`config.mk`:
```
export PLATFORM = sky130hd
export DESIGN_NAME = extensor_pipe_flat
export DESIGN_NICKNAME = d
export VERILOG_FILES = /design/src/rtl/extensor_pipe_if.sv /design/src/rtl/extensor_pipe.sv /design/src/flat_wrapper.sv
export SDC_FILE = /design/constraint.sdc
export NUM_CORES = 1
export LEC_CHECK = 0
export CORE_ASPECT_RATIO = 0.8
export CORE_MARGIN = 2
export CORE_UTILIZATION = 30
export CTS_BUF_LIST = sky130_fd_sc_hd__clkbuf_16
export CTS_CLUSTER_DIAMETER = 120
export DETAILED_ROUTE_END_ITERATION = 12
export GPL_ROUTABILITY_DRIVEN = 0
export MAX_ROUTING_LAYER = met4
export PLACE_DENSITY = 0.58
export SLEW_MARGIN = 0
export SYNTH_ARGS = -nofsm -noshare
export SYNTH_HDL_FRONTEND = slang
export SYNTH_SLANG_ARGS = --single-unit
```
`constraint.sdc`:
```
create_clock -name clk -period 2.7 [get_ports clk]
set_input_delay 0.675 -clock clk [delete_from_list [all_inputs] [get_ports clk]]
set_output_delay 0.675 -clock clk [all_outputs]
set_load 0.005 [all_outputs]
```
`src/rtl/extensor_pipe_if.sv`:
```
// extensor_pipe_if: handshake bundle for the immediate-extension FIFO.
//   in_valid/in_ready/in_data/in_mode : producer side (decode)
//   out_valid/out_ready/out_data      : consumer side (execute)
//   count                             : number of queued entries
// Handshake: a word moves on a rising edge when valid and ready are both 1
// on that side. A producer holds valid and data stable until it sees
// ready=1. The unit keeps out_data stable while out_valid=1 and out_ready=0.
interface extensor_pipe_if #(
    parameter int IN_W  = 16,
    parameter int OUT_W = 32,
    parameter int DEPTH = 2
);
    localparam int CW = $clog2(DEPTH + 1);

    logic             in_valid;
    logic             in_ready;
    logic [IN_W-1:0]  in_data;
    logic [1:0]       in_mode;
    logic             out_valid;
    logic             out_ready;
    logic [OUT_W-1:0] out_data;
    logic [CW-1:0]    count;

    // Environment view: drives the producer inputs and the consumer ready.
    modport master (
        output in_valid, in_data, in_mode, out_ready,
        input  in_ready, out_valid, out_data, count
    );

    // Unit view.
    modport slave (
        input  in_valid, in_data, in_mode, out_ready,
        output in_ready, out_valid, out_data, count
    );
endinterface

```
`src/rtl/extensor_pipe.sv`:
```
// extensor_pipe: registered immediate extender with a DEPTH-entry FIFO.
// Ports:
//   clk   - clock, all state on rising edge
//   rst   - asynchronous active-high reset
//   flush - synchronous clear of every queued entry (wins over push/pop)
//   bus   - extensor_pipe_if.slave (in/out handshakes, data, count)
// Modes: 00 sign, 01 zero, 10 upper (LUI), 11 branch (sign-extend, << 2).
module extensor_pipe #(
    parameter int IN_W  = 16,
    parameter int OUT_W = 32,
    parameter int DEPTH = 2
) (
    input logic            clk,
    input logic            rst,
    input logic            flush,
    extensor_pipe_if.slave bus
);
    localparam int AW = $clog2(DEPTH);
    localparam int CW = $clog2(DEPTH + 1);
    localparam int EW = OUT_W - IN_W;

    logic [OUT_W-1:0] mem_q [DEPTH];
    logic [AW-1:0]    wr_ptr_q, wr_ptr_d;
    logic [AW-1:0]    rd_ptr_q, rd_ptr_d;
    logic [CW-1:0]    count_q, count_d;
    // Cleared by reset and set on the first edge afterwards, so in_ready
    // stays low while rst is high even though count is 0 then.
    logic             ready_q;

    logic             push, pop;
    logic [OUT_W-1:0] sext, ext_d;

    // Extension is purely combinational on the input bus.
    always_comb begin
        sext  = {{EW{bus.in_data[IN_W-1]}}, bus.in_data};
        ext_d = sext;
        case (bus.in_mode)
            2'b00:   ext_d = sext;
            2'b01:   ext_d = {{EW{1'b0}}, bus.in_data};
            2'b10:   ext_d = {bus.in_data, {EW{1'b0}}};
            default: ext_d = {sext[OUT_W-3:0], 2'b00};
        endcase
    end

    // in_ready depends on registered state only; no path from out_ready.
    assign bus.in_ready  = ready_q && (count_q != CW'(DEPTH));
    assign bus.out_valid = (count_q != '0);
    assign bus.out_data  = mem_q[rd_ptr_q];
    assign bus.count     = count_q;

    assign push = bus.in_valid && bus.in_ready;
    assign pop  = bus.out_valid && bus.out_ready;

    always_comb begin
        wr_ptr_d = wr_ptr_q;
        rd_ptr_d = rd_ptr_q;
        count_d  = count_q;
        if (flush) begin
            wr_ptr_d = '0;
            rd_ptr_d = '0;
            count_d  = '0;
        end else begin
            // Pointers wrap naturally because DEPTH is a power of two.
            if (push) wr_ptr_d = wr_ptr_q + AW'(1);
            if (pop)  rd_ptr_d = rd_ptr_q + AW'(1);
            count_d = count_q + CW'(push) - CW'(pop);
        end
    end

    always_ff @(posedge clk or posedge rst) begin
        if (rst) begin
            wr_ptr_q <= '0;
            rd_ptr_q <= '0;
            count_q  <= '0;
            ready_q  <= 1'b0;
            for (int i = 0; i < DEPTH; i++) mem_q[i] <= '0;
        end else begin
            wr_ptr_q <= wr_ptr_d;
            rd_ptr_q <= rd_ptr_d;
            count_q  <= count_d;
            ready_q  <= 1'b1;
            // Storage is written only on an accepted push, so X on the input
            // bus while in_valid=0 never lands in the FIFO.
            if (push && !flush) mem_q[wr_ptr_q] <= ext_d;
        end
    end
endmodule

```
`src/flat_wrapper.sv`:
```
// flat-port wrapper written by rule: the top's interface ports become plain ports
module extensor_pipe_flat 
#(
    parameter int IN_W  = 16,
    parameter int OUT_W = 32,
    parameter int DEPTH = 2
)
  (clk, rst, flush, bus_in_valid, bus_in_data, bus_in_mode, bus_out_ready, bus_in_ready, bus_out_valid, bus_out_data, bus_count);
  extensor_pipe_if #(.IN_W(IN_W), .OUT_W(OUT_W), .DEPTH(DEPTH)) bus_i ();
  input logic clk;
  input logic rst;
  input logic flush;
  input wire logic [$bits(bus_i.in_valid)-1:0] bus_in_valid;
  input wire logic [$bits(bus_i.in_data)-1:0] bus_in_data;
  input wire logic [$bits(bus_i.in_mode)-1:0] bus_in_mode;
  input wire logic [$bits(bus_i.out_ready)-1:0] bus_out_ready;
  output wire logic [$bits(bus_i.in_ready)-1:0] bus_in_ready;
  output wire logic [$bits(bus_i.out_valid)-1:0] bus_out_valid;
  output wire logic [$bits(bus_i.out_data)-1:0] bus_out_data;
  output wire logic [$bits(bus_i.count)-1:0] bus_count;
  assign bus_i.in_valid = bus_in_valid;
  assign bus_i.in_data = bus_in_data;
  assign bus_i.in_mode = bus_in_mode;
  assign bus_i.out_ready = bus_out_ready;
  assign bus_in_ready = bus_i.in_ready;
  assign bus_out_valid = bus_i.out_valid;
  assign bus_out_data = bus_i.out_data;
  assign bus_count = bus_i.count;
  extensor_pipe #(.IN_W(IN_W), .OUT_W(OUT_W), .DEPTH(DEPTH)) u_core (.clk(clk), .rst(rst), .flush(flush), .bus(bus_i));
endmodule
```
sizes.png
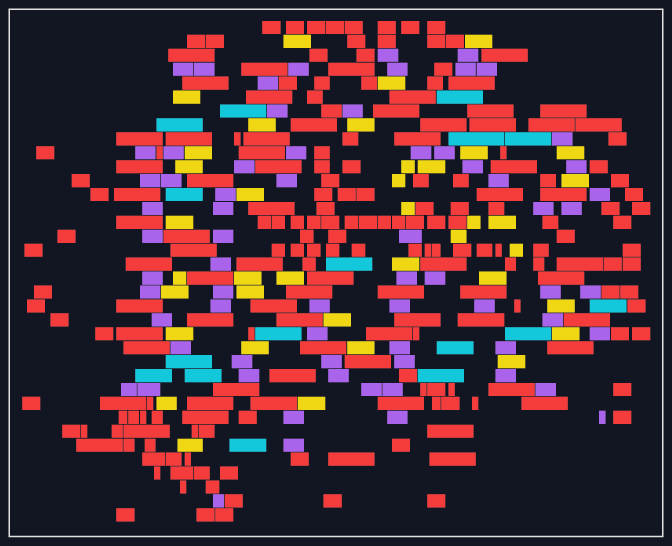
_6 and larger: in cyan, cells 16, share 4.8%. _3 and _4 cells: in yellow, cells 38, share 12%. _2 cells: in purple, cells 68, share 21%. _0 and _1 cells: in red, cells 208, share 63%.
design area: 0.00474 mm2
Area Overhead vs Synth: 29.8%
Non-CTS buffers: 70

logic_types.png
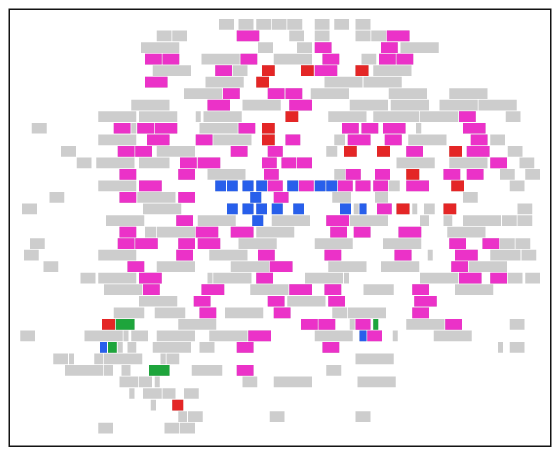
aoi and oai cells: in blue, cells 18, most used o21bai_1, where centre. non-inverting ao/oa cells: in red, cells 16, most used a22o_1. mux cells: in magenta, cells 110, most used mux2_2. nand cells: in green, cells 4.
logic share of the area: 0.374
Commonest Layout Cell: dfrtp_1
Final Non-Filler Cells: 482

==> job_summary.md <==
## Synthesis and layout report

| Metric | Value |
|---|---|
| # Cells Yosys | 264 |
| Sequential share of cell area | 0.364 |
| Total GRT Usage | 0.139 |
| Clock group | 1.10 mW |
| #FFs+latches synth | 69 |
| Hold Path Class | register to register |
| Top cell category | combinational gates |
| GR peak layer | met2 |
| Cell taking the most area after synthesis | dfrtp_1 |
| Vias in the first global route | 2,391 |
| Top cells by area | dfrtp_1 47%, mux2_2 19%, mux2_4 12%, mux2i_1 4.7%, a22o_1 3.4% |
| First-pass iteration count of the detailed router | 4 |
| Warnings from Yosys | 0 |
| Post-CTS Resized | 0 |
| Total wire length | 8340 um |
| Switch Pwr | 1.22 mW |
| Sequential area share after synthesis | 0.473 |
| Post-CTS Hold Fix Bufs | 0 |
| Crit-path cells | buf_12 -> mux2_2 -> clkdlybuf4s50_1 |
| CP Data Arrival Time | 1.84 ns |
| Initial DRC Count | 84 |
| Most instantiated library cell after synthesis | dfrtp_1 |
| Syn nets | 289 |
| Via density | 4.64 |
| Period minus WS final | 2.52 ns |
| Critical hold path startpoint | u_core.mem_q[43] |
| Crit path required time | 2.03 ns |
| Final hold viol count | 0 |
| Worst path slowest cell | clkdlybuf4s50_1 |
| Status | finished clean |
| CTS H-tree depth | 3 |
| Clock sink count | 69 |
| Vias | 2,235 |
| Worst Hold End | u_core.mem_q[43] |
| Comb gate area | 0.00177 mm2 |
| Clock skew | 0.00383 ns |
| WL met1 | 4300 um |
| Maximum root-to-sink buffer count | 2 |
| Seq pwr | 1.64 mW |
| Worst R2R Start | u_core.bus.count[0] |
| Rows | 36 |
| Largest net degree at the start of global routing | 34 |
| Max Cap Viol | 0 |
| Later-pin clock latency in the skew report | 0.33 ns |
| RSZ-0062 raised after global routing | no |
| Flip-flops with a built-in enable | 0 |
| Ant. Diodes | 0 |
| CP Capture Type | primary output |
| Synth top cells by count | 69 x dfrtp_1, 63 x mux2_2, 29 x mux2_4, 17 x mux2i_1, 15 x o21bai_1 |
| WP depth | 3 |
| Signal buffers share of area | 0.157 |
| Combinational power | 1.86 mW |
| YS chip area | 0.00365 mm2 |
| Post-route ant nets | 0 |
| Flop pwr share | 0.356 |
| Mapped Avg Cell Area | 13.8 um2 |
| Hold Crit Depth | 1 |
| DRC Markers | 0 |
| Fraction of layout cells with a size suffix above 1 | 0.370 |
| Normalized max-slew margin | 0.577 |
| Pwr Density | 971 mW/mm2 |
| Tap cells | 152 |
| Switch share | 0.266 |
| Die Area | 0.0131 mm2 |
| Core ar. | 0.0120 mm2 |
| Design Power | 4.61 mW |
| RR Endpoint | u_core.mem_q[13] |
| Clock buffers | 9 |
| Non-clock inverter count in the final layout | 8 |
| Worst-margin pin slew | 0.631 ns |
| Main flop type | dfrtp_1 |
| Highest ir drop seen on vdd | 0.000294 V |
| CP startpoint kind | register |
| I/O Buffers | 58 |
| WP buf/inv | 2 |
| Log Warnings | 26 |
| CP Class | register to primary output |
congestion.png
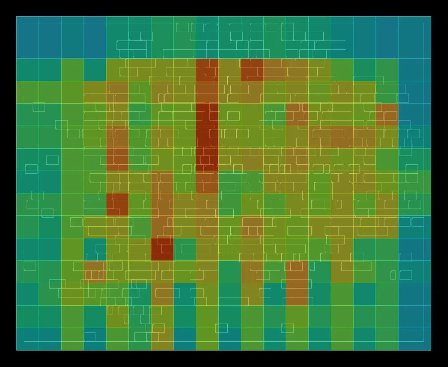
met1 usage: 0.193
final core utilization: 0.394
GR Util met3: 0.0462
WL per Instance: 17.3 um
GR Util met2: 0.193

## sequential cells by signal (all words and copies together), names as in the netlist
signal / count
u_core.mem_q: 64
u_core.bus.count: 2
u_core.ready_q: 1
u_core.wr_ptr_q: 1
u_core.rd_ptr_q: 1
## stage by stage
| step | std cells | hold slack, ns | worst slack [ns] |
|---|---|---|---|
| 5_1_grt | 482 | 0.505 | 0.118 |
| 2_1_floorplan | 264 | 0.460 | 0.285 |
| 4_1_cts | 482 | 0.495 | 0.157 |
| 6_report | 482 | 0.494 | 0.182 |
| 3_3_place_gp | 466 | 0.471 | 0.303 |
| 3_5_place_dp | 466 | 0.483 | 0.290 |
## cell families (layout without fill, tap and decap cells)
family                   count (synthesis)  count (layout)  share of synthesized area
AND-OR/OR-AND                           34              34                     0.0730
XOR/XNOR                                 3               3                    0.00720
adder cells (fa/ha/maj)                  2               2                    0.00685
buffers and inverters                   28              94                     0.0421
flip-flops                              69              69                      0.473
multiplexers                           110             110                      0.363
other                                    1               1                    0.00103
AND/OR/NAND/NOR                         17              17                     0.0339
## cells in the final DEF (no fill, tap or decap), types with 2 or more instances in the layout
cell / count
dfrtp_1: 69
mux2_2: 63
clkdlybuf4s50_1: 58
mux2_4: 29
mux2i_1: 17
o21bai_1: 15
a22o_1: 14
inv_1: 12
clkbuf_16: 9
buf_12: 6
buf_4: 6
nor2b_1: 4
nor2_1: 3
o21ai_0: 2
xnor2_1: 2
ha_1: 2
## worst max path at each step
stage                               start             endpoint  slack (ns)
after floorplan                       rst  u_core.bus.count[0]        0.29
after global placement              flush      u_core.mem_q[3]        0.30
after detailed placement            flush     u_core.mem_q[13]        0.29
after CTS                 u_core.rd_ptr_q     bus_out_data[24]        0.16
after global routing      u_core.rd_ptr_q     bus_out_data[24]        0.12
final                     u_core.rd_ptr_q     bus_out_data[16]        0.18
Power and IR drop assume default switching activity.
